--- config.mk ---
export PLATFORM = sky130hd
export DESIGN_NAME = controlador_de_ticks
export DESIGN_NICKNAME = d
export VERILOG_FILES = /design/src/rtl/divisor_pkg.sv /design/src/rtl/contador_modulo.sv /design/src/rtl/controlador_de_ticks.sv
export SDC_FILE = /design/constraint.sdc
export NUM_CORES = 1
export LEC_CHECK = 0
export CORE_UTILIZATION = 40
export DETAILED_ROUTE_END_ITERATION = 8
export GPL_ROUTABILITY_DRIVEN = 1
export SYNTH_ARGS = -nofsm -noshare
export SYNTH_HDL_FRONTEND = slang
export SYNTH_SLANG_ARGS = --single-unit
--- constraint.sdc ---
create_clock -name clk -period 3.5 [get_ports clk]
set_input_delay 0.35 -clock clk [delete_from_list [all_inputs] [get_ports clk]]
set_output_delay 0.35 -clock clk [all_outputs]
set_load 0.01 [all_outputs]
--- src/rtl/divisor_pkg.sv ---
// Shared definitions for the synchronous tick controller: FSM encoding,
// reset-time periods and the minimum legal programmed periods.
package divisor_pkg;

  typedef enum logic [1:0] {
    IDLE = 2'd0,
    RUN  = 2'd1,
    PEND = 2'd2
  } estado_t;

  // Defaults reproduce the old /2^5 fast tap and the 2^24-cycle slow tap.
  localparam int unsigned FAST_DEF = 32;
  localparam int unsigned SLOW_DEF = 524288;

  localparam int unsigned FAST_MIN = 2;
  localparam int unsigned SLOW_MIN = 1;

endpackage

--- src/rtl/contador_modulo.sv ---
// Modulo-N counter: advances while enabled, wraps at per-1 and emits a
// registered one-cycle terminal pulse; hit is the combinational wrap condition.
module contador_modulo #(
  parameter int W = 8
) (
  input  logic         clk,
  input  logic         rst,
  input  logic         en,
  input  logic         clr,
  input  logic [W-1:0] per,
  output logic         hit,
  output logic         term
);

  logic [W-1:0] cnt;
  logic [W-1:0] ultimo;

  assign ultimo = per - W'(1);
  assign hit    = en & (cnt == ultimo);

  always_ff @(posedge clk) begin
    if (rst || clr) begin
      cnt  <= '0;
      term <= 1'b0;
    end else if (hit) begin
      cnt  <= '0;
      term <= 1'b1;
    end else begin
      term <= 1'b0;
      if (en) cnt <= cnt + 1'b1;
    end
  end

endmodule

--- src/rtl/controlador_de_ticks.sv ---
// Single-clock fast/slow tick generator with start/stop sequencing and a
// valid/ready config port whose updates take effect on slow-period boundaries.
module controlador_de_ticks
  import divisor_pkg::*;
#(
  parameter int          CNT_W    = 24,
  parameter int          SLOW_W   = 20,
  parameter int unsigned FAST_DEF = divisor_pkg::FAST_DEF,
  parameter int unsigned SLOW_DEF = divisor_pkg::SLOW_DEF
) (
  input  logic              clk,
  input  logic              rst,
  input  logic              start,
  input  logic              stop,
  input  logic              cfg_valid,
  output logic              cfg_ready,
  input  logic [CNT_W-1:0]  cfg_fast,
  input  logic [SLOW_W-1:0] cfg_slow,
  output logic              cfg_err,
  output logic              running,
  output logic              tick_fast,
  output logic              tick_slow,
  output logic              sq_fast,
  output logic              sq_slow
);

  estado_t estado, estado_nx;

  logic [CNT_W-1:0]  fast_per, sh_fast;
  logic [SLOW_W-1:0] slow_per, sh_slow;
  logic              xfer, legal, carga;
  logic              fast_hit, slow_hit;
  logic              cuenta_en, cuenta_clr;

  assign xfer  = cfg_valid & cfg_ready;
  assign legal = (cfg_fast >= CNT_W'(FAST_MIN)) && (cfg_slow >= SLOW_W'(SLOW_MIN));
  assign carga = xfer & legal;

  // Stopping (or sitting idle) clears both counters so a restart begins at 0.
  assign cuenta_en  = (estado != IDLE);
  assign cuenta_clr = (estado == IDLE) | stop;

  contador_modulo #(.W(CNT_W)) u_fast (
    .clk  (clk),
    .rst  (rst),
    .en   (cuenta_en),
    .clr  (cuenta_clr),
    .per  (fast_per),
    .hit  (fast_hit),
    .term (tick_fast)
  );

  contador_modulo #(.W(SLOW_W)) u_slow (
    .clk  (clk),
    .rst  (rst),
    .en   (fast_hit),
    .clr  (cuenta_clr),
    .per  (slow_per),
    .hit  (slow_hit),
    .term (tick_slow)
  );

  always_ff @(posedge clk) begin
    if (rst) estado <= IDLE;
    else     estado <= estado_nx;
  end

  always_comb begin
    estado_nx = estado;
    case (estado)
      IDLE:    if (start && !stop) estado_nx = RUN;
      RUN:     if (stop) estado_nx = IDLE;
               else if (carga) estado_nx = PEND;
      PEND:    if (stop) estado_nx = IDLE;
               else if (slow_hit) estado_nx = RUN;
      default: estado_nx = IDLE;
    endcase
  end

  always_comb begin
    running   = (estado != IDLE);
    cfg_ready = (estado != PEND);
  end

  // Active periods only change while the counters are at 0: in IDLE, on stop,
  // or at the slow-terminal edge where both counters wrap together.
  always_ff @(posedge clk) begin
    if (rst) begin
      fast_per <= CNT_W'(FAST_DEF);
      slow_per <= SLOW_W'(SLOW_DEF);
      sh_fast  <= '0;
      sh_slow  <= '0;
    end else begin
      case (estado)
        IDLE: if (carga) begin
          fast_per <= cfg_fast;
          slow_per <= cfg_slow;
        end
        RUN: if (carga) begin
          if (stop) begin
            fast_per <= cfg_fast;
            slow_per <= cfg_slow;
          end else begin
            sh_fast <= cfg_fast;
            sh_slow <= cfg_slow;
          end
        end
        PEND: if (stop || slow_hit) begin
          fast_per <= sh_fast;
          slow_per <= sh_slow;
        end
        default: ;
      endcase
    end
  end

  always_ff @(posedge clk) begin
    if (rst) cfg_err <= 1'b0;
    else     cfg_err <= xfer & ~legal;
  end

  always_ff @(posedge clk) begin
    if (rst || cuenta_clr) begin
      sq_fast <= 1'b0;
      sq_slow <= 1'b0;
    end else begin
      if (fast_hit) sq_fast <= ~sq_fast;
      if (slow_hit) sq_slow <= ~sq_slow;
    end
  end

endmodule

==> run_1/registers.png <==
Other sequential cells in the stronger gray, the rest of the logic in the fainter gray.
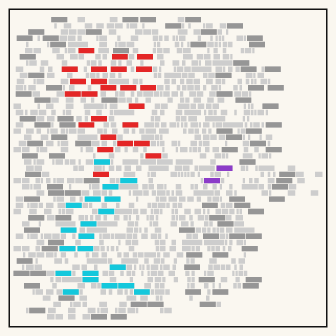
estado -> purple  # sequential cells 2
fast_per -> red  # sequential cells 24
slow_per -> cyan  # sequential cells 20
not colored = 93
Seq/total area: 30.12%
sequential power: 1.79 mW

==> run_1/final_congestion.png <==
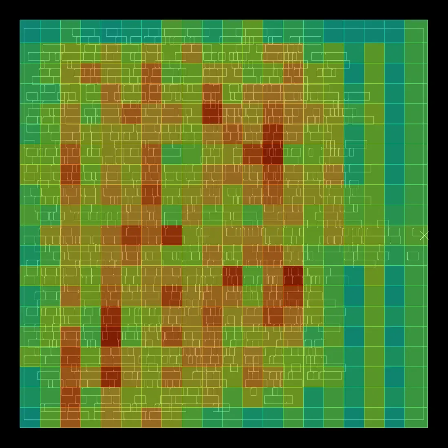
GRT Total Usage: 19.62%
Global Route met2 Usage: 26.61%
GR met3 Demand/Resource: 3.522%
per-cell routed wire length: 15.70 um

==> flow_summary.toml, run 1 <==
# flow metrics
[cells_and_area]
drive_above_1_share_pct = 13.00
diodes = 0
reg.largest.list = "fast_per: 24 flops, sh_fast: 24 flops, u_fast.cnt: 24 flops"
areaGrowthSynthToFinish_pct = 23.32
layout_top_cell = "dfxtp_1"

[flow_run]
maxCapViolCount = 0
warnings = 26

[setup_path]
worst_r2r_path_depth = 14
crit_cells = 14
crit_path_end = "slow_per[11]$_SDFFE_PP0P_"
worst-path-max-fanout = 10
cp_common_cell = "buf_4"
reg2reg_slack_ns = 0.10
cp.buffers_inverters = 4
cp.arrival_ns = 3.65
critPathLaunchType = "register"
critPathKind = "register to register"

[clock_tree]
cts-resized-gates = 2
hold_buffers = 0
cts-root-buf = "clkbuf_16"
numCtsBuffers = 17
cts_sinks = 139
cts.clk_slew.worst_paths_ns = 0.06
clock_latency_ns = 0.43
clockBufferDepth = 2

[drt]
dr.pass1.iters = 6
drt_iter0_markers = 512
drc = 1

[synth]
yosys_area_mm2 = 0.007496
avgSynthCellArea_um2 = 8.726
ys_seq_share_pct = 37.12
synth_flop_count = 139
syn_area_mm2 = 0.007496
synth_warnings = 0
top_logic_kind = "simple AND/OR/NAND/NOR gates"
ys_sh_mux_pct = 12.70
ys_sh_adder_pct = 0.6677
synth.most_common_cell = "dfxtp_1"
yosys.area.top_type = "dfxtp_1"
ys_async_sr_fraction_pct = 0
synth_top_area_share_pct = 37.12
synth.top_cells.by_count = "dfxtp_1, nor2_1, mux2i_1"
synth-compound-area-share_pct = 13.00
synth_stat.cells = 859
synth_nets = 912
synth.distinct_cells = 56
ff_type = "dfxtp_1"

[placement]
routabilityCongestion = 0.8666

[sta]
fin_tns_setup_ns = 0
finalCritPeriodShare_pct = 97.11
max_freq_ghz = 0.2942
clock_skew_ns = 0.01055
holdWs_ns = 0.4791
drv_slew = 0
period_minus_slack_ns = 3.399
timing_worst_slew_pin_value_ns = 1.096
relSlewSlack_pct = 26.93

[run_status]
status = "finished with violations"
violations = "DRC"

[grt]
antenna_found_initial = 0
grtUsageMet1_pct = 30.42
grt_pass1_wl_um = 30460
grt_max_degree = 59
grt_pass1_vias = 5888

[pwr]
power.density_mw_per_mm2 = 497.0
p_comb_share_pct = 24.2
peakVddDrop_mv = 0.4117
power.group.top = "registers"
p_switching_mw = 1.442

[min_path]
hold_path_class = "register to register"
min_to = "u_fast.cnt[0]$_SDFFE_PP0N_"

[floorplan]
initial_core_util_pct = 41.31
core_mm2 = 0.01815
chip_area_mm2 = 0.01929
==> run_1/metal_stack.png <==
Two of the layers only.
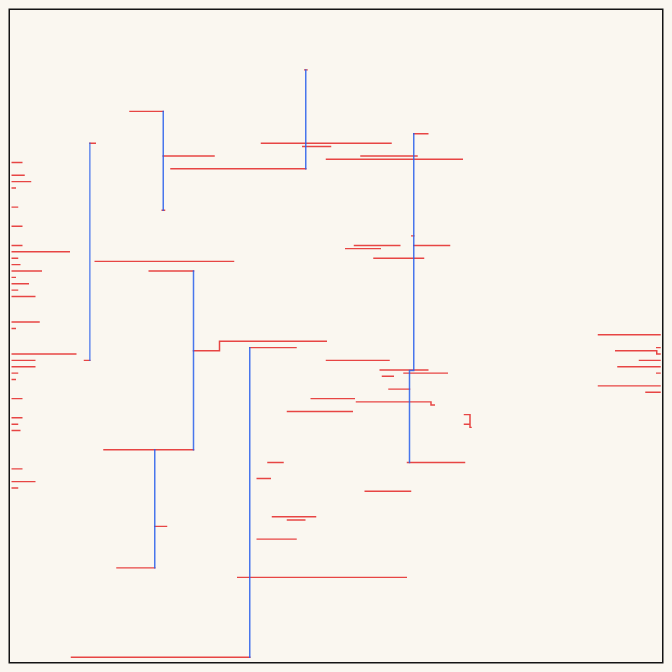
met4 -> blue  # wire length 289 um
met3 -> red  # wire length 625 um
WL final: 18,570 um
via count: 6,271

==> run_1/pins.png <==
Pins as bars across the die edge, other pins in gray.
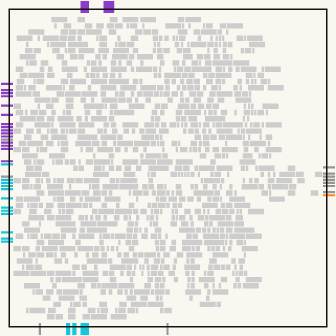
cfg_slow -> cyan  # pins 20, direction input, edge 12 left, 8 bottom
tick_slow -> orange  # pins 1, direction output, edge right
cfg_fast -> purple  # pins 24, direction input, edge 15 left, 9 top
all pins by edge = 29 left, 10 bottom, 9 top, 8 right
Die Y: 138.9 um
# port buffers: 55

## run 1: through the flow
step	util (%)	power, mW	cells	setup WS [ns]
finish	50.94	4.594	1183	0.1010
global route	50.94	4.821	1183	-0.01067
CTS	49.95	4.550	1178	0.01711
detailed placement	46.88	2.853	1146	-0.03055
global placement	46.88	2.846	1146	0.003570
floorplan	-	2.509	859	0.02077
## run 1: area by class of cell
cell class	instances	area [um2]	share of cell area [%]
clock buffers	18	439.2	4.751
well taps	229	286.5	3.100
multi-input cells	654	4461	48.25
inverters	15	56.30	0.6091
clock inverters	14	111.4	1.205
flip-flops and latches	139	2784	30.12
repair buffers	114	1106	11.97
## run 1: routing by layer
metal / up-vias / wire length [um]
met5: - / 0
met4: 0 / 288
met3: 20 / 624
met2: 109 / 7398
met1: 2896 / 10260
li1: 3246 / -
==> inputs of run 2 (changes only) <==
--- a/config.mk
+++ b/config.mk
@@ -8,6 +8,8 @@
 export CORE_UTILIZATION = 40
 export DETAILED_ROUTE_END_ITERATION = 8
 export GPL_ROUTABILITY_DRIVEN = 1
+export HOLD_SLACK_MARGIN = 0.03
 export SYNTH_ARGS = -nofsm -noshare
 export SYNTH_HDL_FRONTEND = slang
 export SYNTH_SLANG_ARGS = --single-unit
+export TNS_END_PERCENT = 10
==> run_2/registers.png <==
Other sequential cells in the stronger gray, the rest of the logic in the fainter gray.
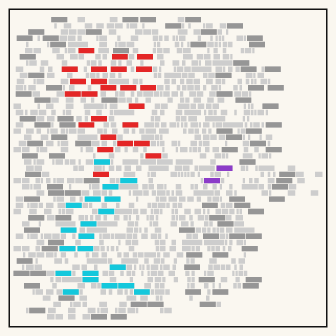
estado -> purple  # sequential cells 2
fast_per -> red  # sequential cells 24
slow_per -> cyan  # sequential cells 20
not colored = 93
sequential cell area: 0.002784 mm2
Layout Utilization: 50.94%

==> flow_summary.toml, run 2 <==
# flow metrics
[run_status]
status = "finished with violations"
violations = "DRC"

[synth]
top_logic_kind = "simple AND/OR/NAND/NOR gates"
synth.distinct_cells = 56
synth-compound-area-share_pct = 13.00
ff_type = "dfxtp_1"
synth_nets = 912
avgSynthCellArea_um2 = 8.726

[sta]
holdWs_ns = 0.4791
drv_slew = 0
period_minus_slack_ns = 3.399

[cells_and_area]
areaGrowthSynthToFinish_pct = 23.32
buffers = 114
drive_above_1_share_pct = 13.00
reg.largest.list = "fast_per: 24 flops, sh_fast: 24 flops, u_fast.cnt: 24 flops"
clkbuf_count = 18
layout_top_cell = "dfxtp_1"
ff_count = 139

[placement]
place_ws_ns = -0.03055
routabilityCongestion = 0.8666

[grt]
grtUsageMet3_pct = 3.522
use_met2_pct = 26.61

[pwr]
p_switching_mw = 1.442
p_comb_share_pct = 24.2
power.group.top = "registers"
power.density_mw_per_mm2 = 497.0

[clock_tree]
numCtsBuffers = 17
cts_sinks = 139
clock_latency_ns = 0.43
hold_buffers = 0

[floorplan]
die_h_um = 138.9

[drt]
totalWireLength_um = 18570
drt_iter0_markers = 512
drc = 1
dr_total_vias = 6271

[min_path]
hold_path_class = "register to register"

[setup_path]
cp.buffers_inverters = 4
critPathLaunchType = "register"
cp_common_cell = "buf_4"
run 2: final timing paths:
kind,start,endpoint,slack (ns),depth (start not counted)
max,slow_per[0]$_SDFFE_PP0P_,slow_per[11]$_SDFFE_PP0P_,0.10,14
min,u_fast.cnt[0]$_SDFFE_PP0N_,u_fast.cnt[0]$_SDFFE_PP0N_,0.48,1
max reg2reg,slow_per[0]$_SDFFE_PP0P_,slow_per[11]$_SDFFE_PP0P_,0.10,14
min reg2reg,u_fast.cnt[0]$_SDFFE_PP0N_,u_fast.cnt[0]$_SDFFE_PP0N_,0.48,1
run 2: what timing repair did:
action,in CTS,in global routing
setup endpoints to repair,44,64
buffers inserted,0,3
cloned,0,2
pin swaps,0,4
resized,2,23
Power is estimated from default activity; no workload was simulated.
